**Local utilization**

Drawn at 4 px/micron. 9 x 9 tiles, from white (low) to dark blue (high), 0 to 100% covered.
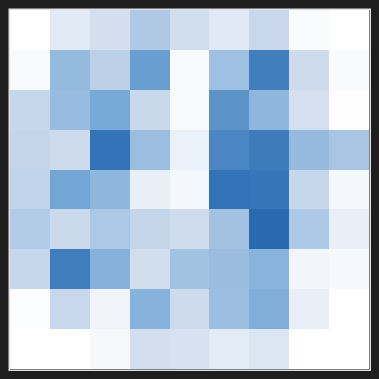
**The clock network**

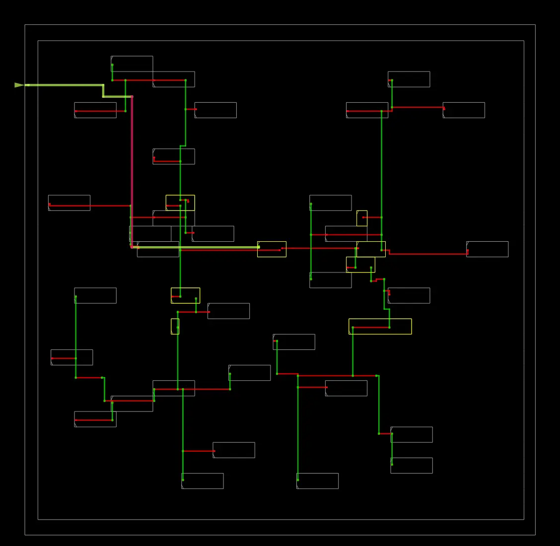
Design change_dispenser, sky130hd; sources not shown.
==> out/qor.yml <==
status: "finished, final reports clean"
finalClockPeriodUsage_pct: 59.39
min_period_ns: 3.326
overflow: 0
synth-compound-area-share_pct: 18.81
hold_viol: 0
hold_class: "reg2reg"
drtAntennaViolNets: 0
top_area_cell: "dfxtp_1"
ys_cells: 214
final_common_cell: "dfxtp_1"
holdPathStages: 2
place_congestion: 0.7549
rsz0062_at_grt: "false"
vias_per_cell: 4.747
path_depth: 5
core_sq_um: 7214
post_drt_wl_per_cell_microns: 13.24
cts_max_level: 2
dpl_cell_area_sq_um: 2213
syn_inst: 214
final_cell_mix: "dfxtp_1, clkdlybuf4s50_1, nor2_1"
track_usage_pct: 11.74
path_clk_slew_ns: 0.07
critPathSlowestCell: "o31ai_1"
grt_pass1_wl_mm: 7.838
wirelength_mm: 4.555
cts_root_buf: "clkbuf_8"
firstDrtPassIters: 4
ys_ff: 32
crit_fanout: 6
grt_pass1_vias: 1572
setup_viol: 0
synth_warnings: 0
tool_warnings: 29
clock_latency_ns: 0.27
ys_sh_mux_pct: 1.086
required_ns: 4.48
peakVddDrop_uv: 103.5
drt_iter0_drc: 52
synth_top_flop_cell: "dfxtp_1"
avgSynthCellArea_sq_um: 8.612
timing.final.ws_setup_ns: 2.274
placedCellCount: 336
die.size.y_microns: 89.86
netlist_top_cells_area: "dfxtp_1, ha_1, a21oi_1"
synth.top_cell.area_share_pct: 34.76
max_freq_mhz: 300.7
critPathBufInv: 2
cts_tree: "yes"
hpwlAfterDp_mm: 3.262
syn-cell-area_sq_um: 1843
r2r_slack_ns: 3.36
cp-end-kind: "output port"
rows: 31
leakage_nw: 0.7878
synth.logic.top_family: "simple AND/OR/NAND/NOR gates"
critPathTopFamily: "buffers and inverters"
ctsResizeCount: 0
ys_types: 47
yosys_area_sq_um: 1843
io_buffers: 30
crit_path_cell_trace: "inv_1 -> ha_1 -> o31ai_1 -> nor2_1 -> clkdlybuf4s50_1"
fillCellCount: 796
-- 'local utilization' (at the start) --
tiles over 75% full: 1.2%
mean over tiles: 27%
emptiest ninth of the die: lower right
fullest tile: 77%
fin util: 32.17%
Initial Util: 25.55%

-- 'the clock network' (at the start) --
Clk power: 0.221 mW
CTS Sinks: 32
CTS buffer count: 5
clk_skew: 0.002128 ns
flop count: 32

## routing by layer
| metal | up-vias | global-route usage [%] | share of wire, % |
|---|---|---|---|
| met5 | - | 0 | 0 |
| li1 | 846 | - | - |
| met2 | 31 | 17.55 | 41 |
| met1 | 754 | 16.72 | 54 |
| met3 | 2 | 3.269 | 4.1 |
| met4 | 0 | 2.949 | 0.57 |
## area by class of cell
cell class,count,area (sq um),area share [%]
Tap cell,99,123.9,5.337
Multi-Input combinational cell,164,1104,47.55
Timing Repair Buffer,31,307.8,13.26
Sequential cell,32,640.6,27.60
Inverter,10,37.54,1.617
Clock buffer,6,72.57,3.127
Clock inverter,2,35.03,1.509
## where the power goes
part           switching, mW  internal, mW
clock network         0.0889         0.132
logic                 0.0375        0.0304
registers            0.00817         0.233
No activity file was given, so power comes from the tool's default toggle rates.
